<file path="config.mk">
export PLATFORM = sky130hd
export DESIGN_NAME = mem_bus
export DESIGN_NICKNAME = d
export VERILOG_FILES = /design/src/rtl/mem_bus.sv
export SDC_FILE = /design/constraint.sdc
export NUM_CORES = 1
export LEC_CHECK = 0
export CORE_MARGIN = 4
export CORE_UTILIZATION = 40
export CTS_BUF_LIST = sky130_fd_sc_hd__clkbuf_2 sky130_fd_sc_hd__clkbuf_4 sky130_fd_sc_hd__clkbuf_8
export DETAILED_ROUTE_END_ITERATION = 16
export HOLD_SLACK_MARGIN = 0.06
export REMOVE_ABC_BUFFERS = 1
export SYNTH_ARGS = -nofsm -noshare
export SYNTH_HDL_FRONTEND = slang
export SYNTH_SLANG_ARGS = --single-unit
</file>
<file path="constraint.sdc">
create_clock -name clk -period 3.4 [get_ports clk]
set_input_delay 0.68 -clock clk [delete_from_list [all_inputs] [get_ports clk]]
set_output_delay 0.68 -clock clk [all_outputs]
set_load 0.02 [all_outputs]
</file>
<file path="src/rtl/mem_bus.sv">
// mem_bus: CPU-side memory bus controller.
//
// Decodes each CPU access to one of three targets:
//   - FFFF:                   interrupt-enable register (reads return {3'b111, ie})
//   - HRAM_BASE..FFFE:        internal HRAM (127 x 8, not reset)
//   - anything else:          forwarded to the external system bus
// With MEM_BUS_DMA_EN defined, FF46 is the OAM DMA register. A write to it
// starts a DMA_LEN-byte copy from {src_hi, idx} on the external bus into OAM.
// While the engine is busy, the CPU only reaches HRAM, FF46 and FFFF. Other
// reads return FF and other writes are dropped. Without the macro, FF46 is an
// ordinary external address and the OAM/DMA outputs are tied to 0.
//
// Ports:
//   clk, rst_n                 clock, synchronous active-low reset
//   cpu_rd_en/cpu_wr_en        CPU strobes (write wins if both are high)
//   cpu_addr, cpu_wdata        CPU address / write data
//   cpu_rdata                  combinational read data (FF when no read)
//   ext_rd_en/ext_wr_en        external bus strobes
//   ext_addr, ext_wdata        external bus address / write data
//   ext_rdata                  external read data (same cycle)
//   oam_we/oam_addr/oam_wdata  OAM write port driven by the DMA engine
//   dma_active                 high from the START cycle through the last transfer
//   ie                         interrupt-enable bits
//
// Handshake: there is no back-pressure. A strobe is an access in that cycle.
// Reads complete combinationally. Writes commit at the next rising clk edge.
module mem_bus #(
    parameter logic [15:0] HRAM_BASE = 16'hFF80,
    parameter int          DMA_LEN   = 160
) (
    input  logic        clk,
    input  logic        rst_n,
    input  logic        cpu_rd_en,
    input  logic        cpu_wr_en,
    input  logic [15:0] cpu_addr,
    input  logic [7:0]  cpu_wdata,
    output logic [7:0]  cpu_rdata,
    output logic        ext_rd_en,
    output logic        ext_wr_en,
    output logic [15:0] ext_addr,
    output logic [7:0]  ext_wdata,
    input  logic [7:0]  ext_rdata,
    output logic        oam_we,
    output logic [7:0]  oam_addr,
    output logic [7:0]  oam_wdata,
    output logic        dma_active,
    output logic [4:0]  ie
);

    localparam int HRAM_DEPTH = 32'hFFFF - int'(HRAM_BASE);
    localparam int HRAM_AW    = $clog2(HRAM_DEPTH);

    // A simultaneous read and write is treated as a write only.
    logic wr_act;
    logic rd_act;
    assign wr_act = cpu_wr_en;
    assign rd_act = cpu_rd_en && !cpu_wr_en;

    logic is_ie;
    logic is_hram;
    logic is_dma_reg;
    logic is_internal;
    assign is_ie       = (cpu_addr == 16'hFFFF);
    assign is_hram     = (cpu_addr >= HRAM_BASE) && (cpu_addr != 16'hFFFF);
    assign is_internal = is_ie || is_hram || is_dma_reg;

    // DMA engine view shared by the decode/mux logic below.
    logic        dma_busy;
    logic        dma_xfer;
    logic [15:0] dma_ext_addr;
    logic [7:0]  dma_reg_val;

    // ------------------------------------------------------------------
    // HRAM: combinational read, write on the clock edge, no reset.
    // ------------------------------------------------------------------
    logic [7:0]         hram_q [HRAM_DEPTH];
    logic [HRAM_AW-1:0] hram_idx;
    logic               hram_we;
    assign hram_idx = HRAM_AW'(cpu_addr - HRAM_BASE);
    assign hram_we  = wr_act && is_hram;

    always_ff @(posedge clk) begin
        if (hram_we) begin
            hram_q[hram_idx] <= cpu_wdata;
        end
    end

    // ------------------------------------------------------------------
    // Interrupt-enable register
    // ------------------------------------------------------------------
    logic [4:0] ie_q;
    logic [4:0] ie_d;
    always_comb begin
        ie_d = ie_q;
        if (wr_act && is_ie) begin
            ie_d = cpu_wdata[4:0];
        end
    end

    always_ff @(posedge clk) begin
        if (!rst_n) begin
            ie_q <= 5'd0;
        end else begin
            ie_q <= ie_d;
        end
    end
    assign ie = ie_q;

`ifdef MEM_BUS_DMA_EN
    // ------------------------------------------------------------------
    // OAM DMA engine
    // ------------------------------------------------------------------
    typedef enum logic [1:0] {
        ST_IDLE  = 2'd0,
        ST_START = 2'd1,
        ST_XFER  = 2'd2
    } dma_state_e;

    localparam logic [7:0] LAST_IDX = 8'(DMA_LEN - 1);

    dma_state_e state_q, state_d;
    logic [7:0] idx_q, idx_d;
    logic [7:0] dma_reg_q, dma_reg_d;
    logic [7:0] src_hi;
    logic       dma_wr;

    assign is_dma_reg = (cpu_addr == 16'hFF46);
    assign dma_wr     = wr_act && is_dma_reg;

    // E0..FF sources fold onto C0..DF (WRAM echo).
    assign src_hi = (dma_reg_q >= 8'hE0) ? (dma_reg_q & 8'hDF) : dma_reg_q;

    always_comb begin
        state_d   = state_q;
        idx_d     = idx_q;
        dma_reg_d = dma_reg_q;
        if (dma_wr) begin
            dma_reg_d = cpu_wdata;
        end
        case (state_q)
            ST_IDLE: begin
                if (dma_wr) begin
                    state_d = ST_START;
                end
            end
            ST_START: begin
                idx_d   = 8'd0;
                state_d = dma_wr ? ST_START : ST_XFER;
            end
            ST_XFER: begin
                // A rewrite of FF46 lets this cycle's byte complete, then
                // restarts from START with the new source.
                if (dma_wr) begin
                    state_d = ST_START;
                    idx_d   = 8'd0;
                end else if (idx_q == LAST_IDX) begin
                    state_d = ST_IDLE;
                end else begin
                    idx_d = idx_q + 8'd1;
                end
            end
            default: state_d = ST_IDLE;
        endcase
    end

    always_ff @(posedge clk) begin
        if (!rst_n) begin
            state_q   <= ST_IDLE;
            idx_q     <= 8'd0;
            dma_reg_q <= 8'h00;
        end else begin
            state_q   <= state_d;
            idx_q     <= idx_d;
            dma_reg_q <= dma_reg_d;
        end
    end

    assign dma_busy     = (state_q != ST_IDLE);
    assign dma_xfer     = (state_q == ST_XFER);
    assign dma_ext_addr = {src_hi, idx_q};
    assign dma_reg_val  = dma_reg_q;

    assign dma_active = dma_busy;
    assign oam_we     = dma_xfer;
    assign oam_addr   = dma_xfer ? idx_q : 8'd0;
    assign oam_wdata  = dma_xfer ? ext_rdata : 8'd0;
`else
    // Without the engine, DMA_LEN has no effect. It is only touched here.
    logic [7:0] unused_len;
    assign unused_len = 8'(DMA_LEN);

    assign is_dma_reg   = 1'b0;
    assign dma_busy     = 1'b0;
    assign dma_xfer     = 1'b0;
    assign dma_ext_addr = 16'd0;
    assign dma_reg_val  = 8'h00;

    assign dma_active = 1'b0;
    assign oam_we     = 1'b0;
    assign oam_addr   = 8'd0;
    assign oam_wdata  = 8'd0;
`endif

    // ------------------------------------------------------------------
    // CPU read data
    // ------------------------------------------------------------------
    always_comb begin
        cpu_rdata = 8'hFF;
        if (rd_act) begin
            if (is_ie) begin
                cpu_rdata = {3'b111, ie_q};
            end else if (is_hram) begin
                cpu_rdata = hram_q[hram_idx];
            end else if (is_dma_reg) begin
                cpu_rdata = dma_reg_val;
            end else if (!dma_busy) begin
                cpu_rdata = ext_rdata;
            end
        end
    end

    // ------------------------------------------------------------------
    // External bus: the DMA transfer owns it. Otherwise it carries forwarded
    // CPU accesses only. The CPU is locked out for the whole DMA,
    // including START.
    // ------------------------------------------------------------------
    logic fwd;
    assign fwd = (rd_act || wr_act) && !is_internal && !dma_busy;

    always_comb begin
        ext_rd_en = 1'b0;
        ext_wr_en = 1'b0;
        ext_addr  = 16'd0;
        ext_wdata = 8'd0;
        if (dma_xfer) begin
            ext_rd_en = 1'b1;
            ext_addr  = dma_ext_addr;
        end else if (fwd) begin
            ext_rd_en = rd_act;
            ext_wr_en = wr_act;
            ext_addr  = cpu_addr;
            ext_wdata = wr_act ? cpu_wdata : 8'd0;
        end
    end

endmodule

</file>
==> results_dict.tcl <==
# collected from the flow reports
set metrics [dict create \
    antenna_found_initial 4 \
    worst_slack_ns -0.8581 \
    hpwl_mm 87.04 \
    path_delay_family "buffers and inverters" \
    worst_hold_path.num_cells 1 \
    layout.area.seq_um2 30610 \
    buffer_area_share_pct 12.13 \
    cts_root_buf "clkbuf_8" \
    antenna_left 0 \
    comb_area_share_pct 19.32 \
    vias 27080 \
    use_met1_pct 33.56 \
    critPathKind "primary input to output pin" \
    crit_buf_inv 6 \
    design_area_um2 52010 \
    final_util_pct 51.86 \
    clock_skew_ns 0 \
    clock.latency.late_pin_ns 0.83 \
    met1_length_mm 51.80 \
    finalSetupViolations 8 \
    hold_viol 0 \
    status "complete, but fails checks" \
    tap_cells 1357 \
    simple_gate_area_share_pct 4.407 \
    clock_area_share_pct 6.366 \
    io_buffers 74 \
    ys_sh_mux_pct 7.148 \
    slowest_stage "mux2_2" \
    p_leak_nw 17.92 \
    crit_cells 13 \
    dieWidth_um 326.1 \
    reg2reg_depth 2 \
    fin_tns_setup_ns -4.616 \
    critPathMaxStageDelay_ns 0.36 \
    mi_logic_area_um2 10050 \
    regMostFlops "hram_q" \
    drt-total-wl_mm 134.7 \
    violations "negative setup slack" \
    cts_buffer_depth 3 \
    hp-class "primary input to flip-flop" \
    syn_area_um2 40490 \
    largest_reg_flops 1016 \
    tightest_slew_ns 0.9622 \
    syn2layout_area_growth_pct 28.46 \
    ys_chip_area_um2 40490 \
    worst_slew_margin_rel_pct 35.86 \
    synth_warnings 0 \
    grt_util_met2_pct 38.55 \
    p_seq_mw 13.8 \
    maxPowerGroup "sequential cells" \
    drc 0 \
]
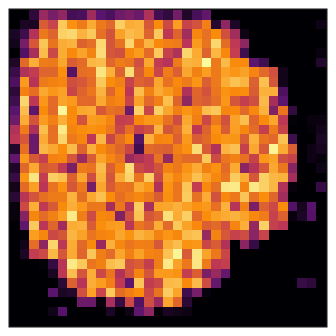
Figure 1: placement density heat map.
33 x 33 tiles, from black (low) to pale yellow (high), 0 to 100% covered.
emptiest ninth of the die: lower right
mean over tiles: 47%
fullest tile: 99%
nearly empty tiles: 24%
tiles over 75% full: 24%

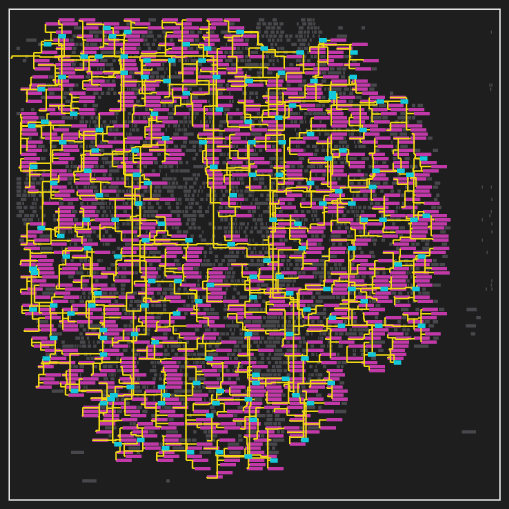
Figure 2: clock network drawn from the DEF.
Scale: 1.5 px per um.
[flip-flops] magenta | count: 1,021
[clock wires] yellow | length: 12,400 um
[clock drivers] cyan | count: 163
routed clock nets: 164

